Figure 1. Sequential cells colored by netlist name.
(2 px per µm) Other sequential cells in the stronger gray, the rest of the logic in the fainter gray.
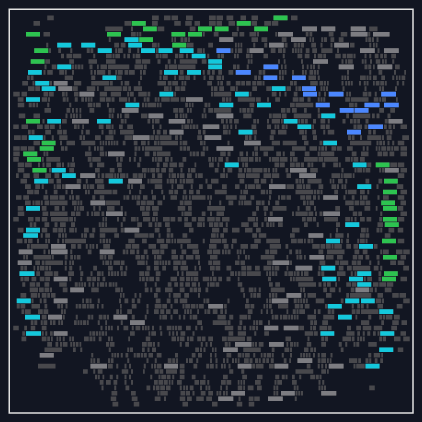
Figure 2. Clock wiring as the flow saved it.
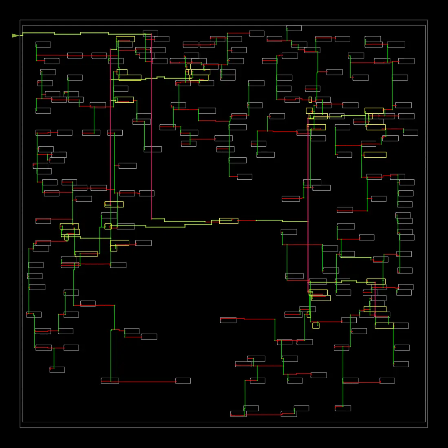
Figure 3. Placement density heat map.
(2 px per µm) The die is cut into 20 by 20 equal tiles; black is low, pale yellow is high, 0 to 100% covered.
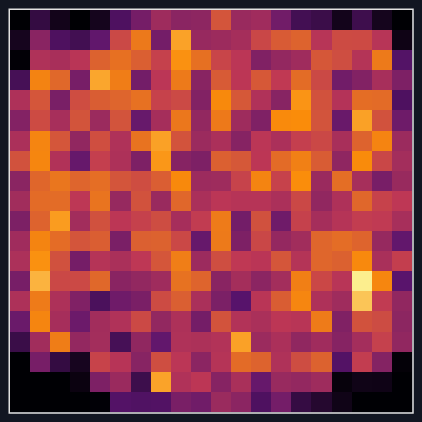
Figure 4. Metal 2.
(2 px per µm)
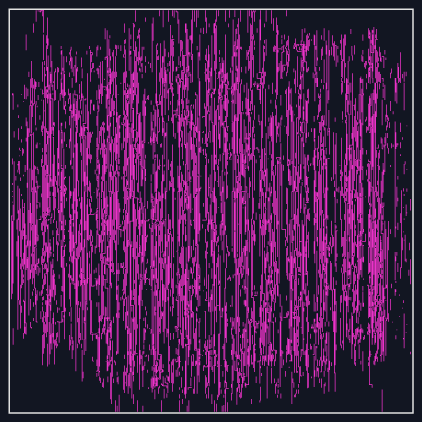
==> config.mk <==
export PLATFORM = sky130hd
export DESIGN_NAME = machine_timer
export DESIGN_NICKNAME = d
export VERILOG_FILES = /design/src/rtl/machine_timer.sv
export SDC_FILE = /design/constraint.sdc
export NUM_CORES = 1
export LEC_CHECK = 0
export ABC_AREA = 1
export ABC_CLOCK_PERIOD_IN_PS = 1800
export CAP_MARGIN = 20
export CELL_PAD_IN_SITES_DETAIL_PLACEMENT = 0
export CELL_PAD_IN_SITES_GLOBAL_PLACEMENT = 2
export CORE_MARGIN = 1
export CORE_UTILIZATION = 31
export CTS_CLUSTER_DIAMETER = 50
export DETAILED_ROUTE_END_ITERATION = 8
export PLACE_DENSITY = 0.82
export SLEW_MARGIN = 15
export SYNTH_ARGS = -nofsm -noshare
export SYNTH_HDL_FRONTEND = slang
export SYNTH_SLANG_ARGS = --single-unit
==> constraint.sdc <==
create_clock -name clk -period 1.8 [get_ports clk]
set_input_delay 0.27 -clock clk [delete_from_list [all_inputs] [get_ports clk]]
set_output_delay 0.27 -clock clk [all_outputs]
set_load 0.02 [all_outputs]
==> results.json <==
{
  "timing.critical_path.cells": "inv_1 > ha_4 > nand4_1 > nor2_2 > buf_6 > nand3_2 > buf_8 > nor3_4 > nand2_2 > a21oi_2",
  "muxShareOfSynthArea_pct": 0,
  "swShare_pct": 32.0,
  "drt_pre_antenna_iters": 5,
  "ys_top_logic_family": "simple AND/OR/NAND/NOR gates",
  "tritoncts": "done",
  "inv_count": 239,
  "drive_gt1_share_pct": 31.9,
  "num_tap_cells": 518,
  "setup.worst_path.start_class": "flop",
  "clockBufferDepth": 2,
  "comb_share_pct": 42.4,
  "htreeDepth": 4,
  "final_layout_clock_buffer_total": 20,
  "ys_sh_simple_pct": 33.1,
  "vdd_drop_max_mv": 0.659,
  "post_synth.cell_area_avg_um2": 6.40,
  "status": "finished with violations",
  "comb_power_mw": 3.10,
  "chipArea_um2": 40500,
  "area_fraction_of_clock_buffers_and_clock_inverters_pct": 3.26,
  "hold_critical_path_depth": 3,
  "critical_path_required_ns": 2.19,
  "wire_per_inst_um": 20.4,
  "place_congestion": 0.957,
  "post_cts_buffers": 9,
  "detailedRoute.firstIterationViolations": 1105,
  "async_flop_share_pct": 0,
  "cts_num_sinks": 195,
  "fmax_mhz": 551,
  "grt_pass1_wl_um": 88300,
  "detailedPlace.worstSlack_ns": -0.339,
  "slew_headroom_pct": 65.2,
  "log.warning_count": 30,
  "synth_cell_types": 42,
  "hold_path_class": "in2reg",
  "final.setup.worst_slack_ns": -0.0135,
  "maxSlewViolCount": 0,
  "root_buffer_selected_by_cts": "sky130_fd_sc_hd__clkbuf_16",
  "critPathMaxStageDelay_ns": 0.33,
  "clkTransAtPathRegs_ns": 0.07,
  "layout.non_clock_buffers": 544,
  "placement.io_buffers": 137,
  "vias_in_the_first_global_route": 14225,
  "cts_resized": 201,
  "critPathMaxFanout": 3,
  "path_buffers": 3,
  "timing.final.crit_share_pct": 101,
  "floorplan.io_pins": 140,
  "sequential_cell_area_fraction_in_the_yosys_report_pct": 31.7,
  "globalRouteOverflowTotal": 0,
  "yosys_cells": 1920,
  "worst_path_dominant_cell_family": "simple AND/OR/NAND/NOR gates",
  "p_leak_nw": 8.94,
  "final_antenna_net_count": 0,
  "worst_path_max_delay_cell": "sky130_fd_sc_hd__dfxtp_2",
  "yosysChipArea_um2": 12300,
  "area_share_nonclk_buffers_pct": 25.0,
  "fin_crit_ns": 1.81,
  "rsz0062_at_grt": "yes",
  "violations_in_the_final_reports": "setup timing",
  "grt_use_total_pct": 29.3,
  "synthToLayoutAreaGrowth_pct": 55.3,
  "comb.multi_input.count": 1412,
  "cap_violations": 0,
  "fp.dieH_um": 201,
  "number_of_failing_setup_endpoints_in_the_final_timing_report": 1,
  "largest_class": "logic gates",
  "synth_nets": 2027,
  "synth_adder_area_share_pct": 6.72,
  "worst-r2r-setup-slack_ns": -0.01,
  "power.sequential.fraction_pct": 38.9,
  "fp.dieW_um": 201,
  "powerDensity_nw_per_um2": 633
}
-- Figure 1 (at the start) --
[bus_read_data] green | flops: 32
[prescale_r] blue | flops: 16 | where: north-east
[mtimecmp_r] cyan | flops: 64 | where: widely spread
not colored: 83
sequential power: 4.70 mW
Register Area: 4050 µm²
fraction of standard cell area that is sequential: 21.2%
core utilization of the finished layout: 49.1%

-- Figure 2 (at the start) --
number of buffers inserted during clock tree synthesis: 17
largest clock skew in the final design: 0.0205 ns
Clk power: 4.28 mW
insertion delay to the later sink of the worst-skew pair: 0.47 ns
number of flip-flops and latches: 195

-- Figure 3 (at the start) --
fullest tile: 96%
nearly empty tiles: 4.8%
emptiest ninth of the die: south-west
effective utilization at floorplan: 31.6%
standard cell core area: 38900 µm²

-- Figure 4 (at the start) --
share of all routed wire: 48%
main direction: vertical
final wirelength: 60000 µm
met2 Resource Use GR: 50.2%
vias after detailed routing: 14771

## layer usage
metal / share of wire [%] / vias to the layer above / GRT usage, %
met2: 48 / 456 / 50.2
met5: 0 / - / 0
met1: 42 / 6917 / 35.8
li1: - / 7282 / -
met4: 5.8 / 0 / 15.9
met3: 4.4 / 116 / 3.09
## per-stage QoR
step	total power, mW	setup TNS [ns]	util, %	cell area [µm²]	cells
floorplan	6.03	0	-	12300	1920
global placement	7.50	-28.14	43.9	17100	2882
detailed placement	7.52	-30.61	43.9	17100	2882
CTS	11.8	-0.0634	46.5	18100	2922
global route	12.6	-1.23	49.1	19100	2940
finish	12.1	-0.0135	49.1	19100	2940
## synthesized netlist by cell type (16+ instances only)
cell type                    n  area, µm²
sky130_fd_sc_hd__inv_1     222        833
sky130_fd_sc_hd__ha_1       66        826
sky130_fd_sc_hd__nand2_1   513       1930
sky130_fd_sc_hd__nor3_1     16       80.1
sky130_fd_sc_hd__inv_2      16       60.1
sky130_fd_sc_hd__clkbuf_1   40        150
sky130_fd_sc_hd__a21oi_1   138        691
sky130_fd_sc_hd__o22ai_1    41        257
sky130_fd_sc_hd__nand4_1    26        163
sky130_fd_sc_hd__a221oi_1   23        201
sky130_fd_sc_hd__buf_2      21        105
sky130_fd_sc_hd__dfxtp_1   195       3900
sky130_fd_sc_hd__nand3_1    93        465
sky130_fd_sc_hd__o21ai_0   109        546
sky130_fd_sc_hd__o211ai_1   33        248
sky130_fd_sc_hd__nor2_1    252        946
## cell usage in the layout, fill, tap and decap left out, drive strengths merged, types with 41 or more instances in the layout
cell	n
nand2	528
buf	404
nor2	274
inv	241
dfxtp	195
a21oi	139
o21ai	124
nand3	96
clkdlybuf4s50	72
ha	66
dlygate4sd2	62
o22ai	41
Power figures rest on the tool's default switching activity, not on a simulated workload.
